--- config.mk ---
export PLATFORM = sky130hd
export DESIGN_NAME = ulpi_csr_bridge
export DESIGN_NICKNAME = d
export VERILOG_FILES = /design/src/rtl/ulpi_csr_pkg.sv /design/src/rtl/ulpi_csr_bridge.sv
export SDC_FILE = /design/constraint.sdc
export NUM_CORES = 1
export LEC_CHECK = 0
export CORE_MARGIN = 10
export CORE_UTILIZATION = 40
export DETAILED_ROUTE_END_ITERATION = 10
export DONT_BUFFER_PORTS = 1
export PLACE_DENSITY = 0.57
export SETUP_SLACK_MARGIN = 0.05
export SLEW_MARGIN = 20
export SYNTH_ARGS = -nofsm -noshare
export SYNTH_HDL_FRONTEND = slang
export SYNTH_SLANG_ARGS = --single-unit
--- constraint.sdc ---
create_clock -name aclk -period 2.75 [get_ports aclk]
set_clock_uncertainty 0.15 [all_clocks]
set_input_delay 0.55 -clock aclk [delete_from_list [all_inputs] [get_ports aclk]]
set_output_delay 0.55 -clock aclk [all_outputs]
set_load 0.01 [all_outputs]
--- src/rtl/ulpi_csr_pkg.sv ---
// Shared definitions for the ULPI CSR bridge: register map, AXI response codes,
// FSM states and the CSR address decoder.
package ulpi_csr_pkg;

  localparam logic [11:0] OFS_ID      = 12'h000;
  localparam logic [11:0] OFS_STATUS  = 12'h004;
  localparam logic [11:0] OFS_SCRATCH = 12'h008;
  localparam logic [3:0]  WIN_PAGE    = 4'h1;

  localparam logic [1:0] RESP_OKAY   = 2'b00;
  localparam logic [1:0] RESP_SLVERR = 2'b10;
  localparam logic [1:0] RESP_DECERR = 2'b11;

  typedef enum logic [1:0] {
    ST_IDLE,
    ST_ULPI,
    ST_BRESP,
    ST_RRESP
  } state_t;

  typedef enum logic [2:0] {
    DEC_ID,
    DEC_STATUS,
    DEC_SCRATCH,
    DEC_WIN,
    DEC_ERR
  } dec_t;

  // Byte-lane bits [1:0] are ignored; 0x100-0x1FF is the PHY register window.
  function automatic dec_t addr_decode(input logic [11:0] addr);
    logic [11:0] a;
    dec_t        d;
    a = {addr[11:2], 2'b00};
    if (a[11:8] == WIN_PAGE) begin
      d = DEC_WIN;
    end else begin
      case (a)
        OFS_ID:      d = DEC_ID;
        OFS_STATUS:  d = DEC_STATUS;
        OFS_SCRATCH: d = DEC_SCRATCH;
        default:     d = DEC_ERR;
      endcase
    end
    return d;
  endfunction

endpackage

--- src/rtl/ulpi_csr_bridge.sv ---
// AXI4-Lite CSR slave: local ID/STATUS/SCRATCH registers plus a 64-entry window
// onto ULPI PHY registers; each PHY access is bounded by TIMEOUT_CYCLES.
module ulpi_csr_bridge
  import ulpi_csr_pkg::*;
#(
  parameter int unsigned TIMEOUT_CYCLES = 1023,
  parameter logic [31:0] ID_VALUE       = 32'h554C_5049
) (
  input  logic        aclk,
  input  logic        aresetn,
  input  logic [31:0] s_axi_awaddr,
  input  logic [2:0]  s_axi_awprot,
  input  logic        s_axi_awvalid,
  output logic        s_axi_awready,
  input  logic [31:0] s_axi_wdata,
  input  logic [3:0]  s_axi_wstrb,
  input  logic        s_axi_wvalid,
  output logic        s_axi_wready,
  output logic [1:0]  s_axi_bresp,
  output logic        s_axi_bvalid,
  input  logic        s_axi_bready,
  input  logic [31:0] s_axi_araddr,
  input  logic [2:0]  s_axi_arprot,
  input  logic        s_axi_arvalid,
  output logic        s_axi_arready,
  output logic [31:0] s_axi_rdata,
  output logic [1:0]  s_axi_rresp,
  output logic        s_axi_rvalid,
  input  logic        s_axi_rready,
  output logic        reg_req,
  output logic        reg_we,
  output logic [5:0]  reg_addr,
  output logic [7:0]  reg_wdata,
  input  logic        reg_ack,
  input  logic [7:0]  reg_rdata
);

  localparam logic [15:0] CNT_LAST = 16'(TIMEOUT_CYCLES - 1);

  state_t      state_q, state_d;
  logic        awready_q, awready_d;
  logic        arready_q, arready_d;
  logic        bvalid_q, bvalid_d;
  logic        rvalid_q, rvalid_d;
  logic [1:0]  bresp_q, bresp_d;
  logic [1:0]  rresp_q, rresp_d;
  logic [31:0] rdata_q, rdata_d;
  logic        req_q, req_d;
  logic        we_q, we_d;
  logic [5:0]  addr_q, addr_d;
  logic [7:0]  wdata_q, wdata_d;
  logic [15:0] cnt_q, cnt_d;
  logic [7:0]  tocnt_q, tocnt_d;
  logic [31:0] scratch_q, scratch_d;

  logic        wr_hs, rd_hs;
  dec_t        wr_dec, rd_dec;
  logic [1:0]  done_resp;
  logic [31:0] done_rdata;
  logic        unused_ok;

  assign unused_ok = ^{s_axi_awaddr[31:12], s_axi_araddr[31:12], s_axi_awprot, s_axi_arprot};

  // Ready is only ever raised while the matching valid(s) are high, so the
  // handshake lands on the cycle after ready rises.
  assign wr_hs  = awready_q && s_axi_awvalid && s_axi_wvalid;
  assign rd_hs  = arready_q && s_axi_arvalid;
  assign wr_dec = addr_decode(s_axi_awaddr[11:0]);
  assign rd_dec = addr_decode(s_axi_araddr[11:0]);

  always_comb begin
    state_d    = state_q;
    awready_d  = 1'b0;
    arready_d  = 1'b0;
    bvalid_d   = bvalid_q;
    rvalid_d   = rvalid_q;
    bresp_d    = bresp_q;
    rresp_d    = rresp_q;
    rdata_d    = rdata_q;
    req_d      = req_q;
    we_d       = we_q;
    addr_d     = addr_q;
    wdata_d    = wdata_q;
    cnt_d      = cnt_q;
    tocnt_d    = tocnt_q;
    scratch_d  = scratch_q;
    done_resp  = RESP_OKAY;
    done_rdata = 32'h0;

    case (state_q)
      ST_IDLE: begin
        if (wr_hs) begin
          state_d  = ST_BRESP;
          bvalid_d = 1'b1;
          bresp_d  = RESP_OKAY;
          case (wr_dec)
            DEC_SCRATCH: begin
              for (int b = 0; b < 4; b++) begin
                if (s_axi_wstrb[b]) scratch_d[8*b +: 8] = s_axi_wdata[8*b +: 8];
              end
            end
            DEC_WIN: begin
              if (s_axi_wstrb[0]) begin
                state_d  = ST_ULPI;
                bvalid_d = 1'b0;
                req_d    = 1'b1;
                we_d     = 1'b1;
                addr_d   = s_axi_awaddr[7:2];
                wdata_d  = s_axi_wdata[7:0];
                cnt_d    = 16'h0;
              end
            end
            DEC_ERR: bresp_d = RESP_DECERR;
            default: ;
          endcase
        end else if (rd_hs) begin
          state_d  = ST_RRESP;
          rvalid_d = 1'b1;
          rresp_d  = RESP_OKAY;
          case (rd_dec)
            DEC_ID:      rdata_d = ID_VALUE;
            DEC_STATUS:  rdata_d = {16'h0, tocnt_q, 7'h0, state_q != ST_IDLE};
            DEC_SCRATCH: rdata_d = scratch_q;
            DEC_WIN: begin
              state_d  = ST_ULPI;
              rvalid_d = 1'b0;
              req_d    = 1'b1;
              we_d     = 1'b0;
              addr_d   = s_axi_araddr[7:2];
              cnt_d    = 16'h0;
            end
            default: begin
              rresp_d = RESP_DECERR;
              rdata_d = 32'h0;
            end
          endcase
        end else if (s_axi_awvalid && s_axi_wvalid) begin
          awready_d = 1'b1;
        end else if (s_axi_arvalid) begin
          arready_d = 1'b1;
        end
      end

      ST_ULPI: begin
        // An ack arriving in the expiry cycle still wins over the timeout.
        if (reg_ack || cnt_q == CNT_LAST) begin
          req_d = 1'b0;
          if (reg_ack) begin
            done_resp  = RESP_OKAY;
            done_rdata = {24'h0, reg_rdata};
          end else begin
            done_resp  = RESP_SLVERR;
            done_rdata = 32'h0;
            if (tocnt_q != 8'hFF) tocnt_d = tocnt_q + 8'd1;
          end
          if (we_q) begin
            state_d  = ST_BRESP;
            bvalid_d = 1'b1;
            bresp_d  = done_resp;
          end else begin
            state_d  = ST_RRESP;
            rvalid_d = 1'b1;
            rresp_d  = done_resp;
            rdata_d  = done_rdata;
          end
        end else begin
          cnt_d = cnt_q + 16'd1;
        end
      end

      ST_BRESP: begin
        if (s_axi_bready) begin
          bvalid_d = 1'b0;
          state_d  = ST_IDLE;
        end
      end

      ST_RRESP: begin
        if (s_axi_rready) begin
          rvalid_d = 1'b0;
          state_d  = ST_IDLE;
        end
      end

      default: state_d = ST_IDLE;
    endcase
  end

  always_ff @(posedge aclk or negedge aresetn) begin
    if (!aresetn) begin
      state_q   <= ST_IDLE;
      awready_q <= 1'b0;
      arready_q <= 1'b0;
      bvalid_q  <= 1'b0;
      rvalid_q  <= 1'b0;
      bresp_q   <= 2'b00;
      rresp_q   <= 2'b00;
      rdata_q   <= 32'h0;
      req_q     <= 1'b0;
      we_q      <= 1'b0;
      addr_q    <= 6'h0;
      wdata_q   <= 8'h0;
      cnt_q     <= 16'h0;
      tocnt_q   <= 8'h0;
      scratch_q <= 32'h0;
    end else begin
      state_q   <= state_d;
      awready_q <= awready_d;
      arready_q <= arready_d;
      bvalid_q  <= bvalid_d;
      rvalid_q  <= rvalid_d;
      bresp_q   <= bresp_d;
      rresp_q   <= rresp_d;
      rdata_q   <= rdata_d;
      req_q     <= req_d;
      we_q      <= we_d;
      addr_q    <= addr_d;
      wdata_q   <= wdata_d;
      cnt_q     <= cnt_d;
      tocnt_q   <= tocnt_d;
      scratch_q <= scratch_d;
    end
  end

  assign s_axi_awready = awready_q;
  assign s_axi_wready  = awready_q;
  assign s_axi_arready = arready_q;
  assign s_axi_bvalid  = bvalid_q;
  assign s_axi_bresp   = bresp_q;
  assign s_axi_rvalid  = rvalid_q;
  assign s_axi_rresp   = rresp_q;
  assign s_axi_rdata   = rdata_q;
  assign reg_req       = req_q;
  assign reg_we        = we_q;
  assign reg_addr      = addr_q;
  assign reg_wdata     = wdata_q;

endmodule

==> summary.txt <==
Physical implementation

The flow ran to the end, but the final reports show violations. The checks that failed: hold timing. The total iterations of the first detailed-routing run is 4. The path category of the worst min-delay check is primary input to asynchronous set/reset pin. The power density relative to cell area is 870 mW/mm². The post-synth count of flops with an enable pin is 0. Detailed placement finished with a half-perimeter wire length of 10800 µm.

Of the total synthesized cell area, the portion taken by full adders, half adders and majority gates is 0.0164. Ranked by instance count, the synthesized netlist is headed by sky130_fd_sc_hd__dfrtp_1, sky130_fd_sc_hd__nand2_1, sky130_fd_sc_hd__mux2_2. The area recorded from the Yosys report for this design is ~0.0053 mm².

The simple-gate share of the synthesized area is 0.147. Per the repair_timing log after CTS, setup buffers inserted total 0. The count of final max-slew check failures is 0. The cell kind with the greatest summed area is sequential cells.

The critical path capture point is scratch_q[2]. Looking at the setup timing report, the critical path kind is register to register. The share of the core area taken by cells at floorplan is 0.406.

The clock network power share is 0.388. The fraction of area in non-clock buffers is 0.0275. The worst slack at placement is 0.216 ns. The share of flip-flops with an asynchronous set or reset is 1.00.

The met1 usage is 0.177. The vertical die size is 135 µm. The final power report lists total power as 0.00539 W. The critical path runs through a total of 5 cells.

Summing all non-filler instances in the final layout gives an area of 0.00619 mm². The worst slew slack as a fraction of its limit is 0.523. The category of the worst setup path launch point is a register. The count of clock buffers in the final design is 18. Hold timing on the final database bottoms out at a slack of -0.314 ns. The peak supply drop is about 370 µV. The xor/xnor share of the synthesized area is 0.0115. Looking at area per cell type in the netlist, the leader is sky130_fd_sc_hd__dfrtp_1. The layout has 16 inverters outside the clock class. The most common logic cell in the routed design is sky130_fd_sc_hd__dfrtp_1. The final clock period utilization by the worst path is 0.897. The fraction of power consumed by combinational cells is 0.229. The routed length on met2 is 6710 µm. The category of the worst setup path capture point is a register. Along the worst path, the maximum fanout reaches 8. The share of the synthesized area in the top cell type is 0.535. The number of tapcells is between 150 and 200.

The clock tree from TritonCTS is yes. The post-synth design cell area is 0.00533 mm². The first global-routing pass estimated 22400 µm of wire. The number of warnings reported in the yosys synthesis log is 0. The share of final-layout standard cells stronger than drive strength 1 is 0.211. The cell at the slowest stage of the critical path is sky130_fd_sc_hd__dfrtp_1.

The max-cap violation count is 0. The timing report attributes the biggest portion of critical-path delay to simple AND/OR/NAND/NOR gates. The fraction of cell area in multi-input combinational cells is reported as 0.375. The number of multi-input combinational cells is 328. Detailed routing placed a total of 1800 µm of wire on met3. Per the post-synthesis report, the number of cells in the design is around 480. The data arrival time of the worst path is 2.61 ns. The area after detailed placement is between 0.005 and 0.006 mm².

The combinational group power is roughly 0.0012 W. Summed over all layers, the routed wires come to 14200 µm. The internal power consumption is 0.00360 W. 0 antenna diodes ended up in the layout. The clock tree root buffer cell is sky130_fd_sc_hd__clkbuf_16. The register share of total power is 0.383. Yosys mapped the design onto 55 distinct sky130hd cell types. The maximum number of pins on one net before global-route repair is approximately 120. The critical path contains buffers and inverters numbering 0 combined. The number of fill cells in the layout is 1214. For the worst-skew pair, the clock arrives at the later sink with an insertion delay of about 0.42 ns. Clock network power for this build is 0.00209 W. The area taken by multi-input logic gates is approximately 0.0023 mm². Counting stages on the worst path, the most repeated cell is sky130_fd_sc_hd__nand2_1. The main area contributors are sky130_fd_sc_hd__dfrtp_1, sky130_fd_sc_hd__mux2_2, sky130_fd_sc_hd__a22o_1. TritonRoute reported its final design rule violation total as 0. Per the TritonCTS log, the buffer count is 17.

The count of sequential standard cells is 114. The sequential portion of the cell area is 0.461. The global placer's final weighted congestion is 0.854. The number of global-route vias before repair is 4011. The most instantiated library cell after synthesis is sky130_fd_sc_hd__dfrtp_1. The slew at the pin with the worst max-slew slack is 0.711 ns. The data required time at the worst endpoint is 2.90 ns. Relative to the synthesized area, the layout overhead comes to 16.2%. The floorplan step defined a core boundary enclosing ~0.013 mm². The CTS log lists the clock sinks for this run as between 100 and 150. The number of hold violations in the final report is ~110. The clock H-tree reported by CTS has 4 levels.

The clock period minus final worst setup slack is 2.47 ns. The busiest layer in global routing is met2. The compound-cell area share of the yosys netlist is 0.149.
Fig. 1: port wiring
Scale bar: 50 µm.
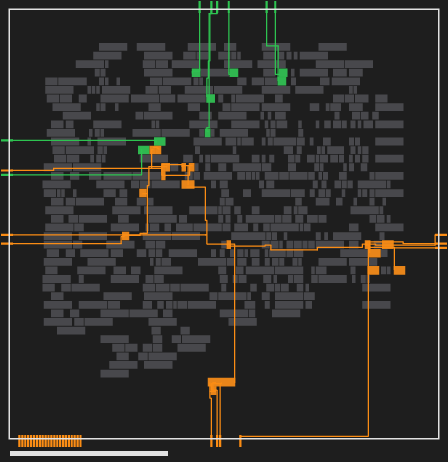
Key: reg_rdata = green [direction input, end cells 8, buffers 0, wire 255 µm]; s_axi_araddr = orange [direction input, end cells 18, buffers 0, wire 594 µm]
number of ports placed on the die boundary: 179
number of port buffers: 0

Fig. 2: congestion heat map
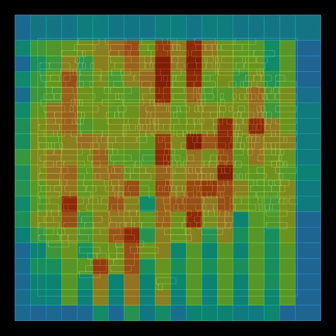
global routing met3 resource utilization: 0.0931
final core utilization: 0.472
met2 usage: 0.240
GRT Overall Usage: 0.157
routed wire length per instance: 20.7 µm

Fig. 3: a small window of the routed layout
Scale bar: 10 µm. Window x 21 to 46, y 21 to 46 µm. Cells in grey, sequential cells in the stronger grey; small squares are vias.
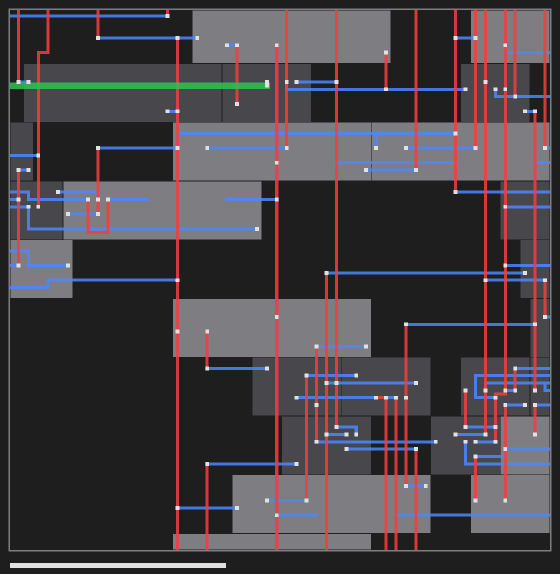
Key: metal 3 = green; metal 1 = blue; metal 2 = red
15 logic cells have their middle in the window. Sequential cells in the window: 6. Most frequent: dfrtp_1 (6), a22o_1 (4), mux2_2 (4). Netlist names of flops here include scratch_q (3), s_axi_rdata (2).

No activity file was given, so power comes from the tool's default toggle rates.
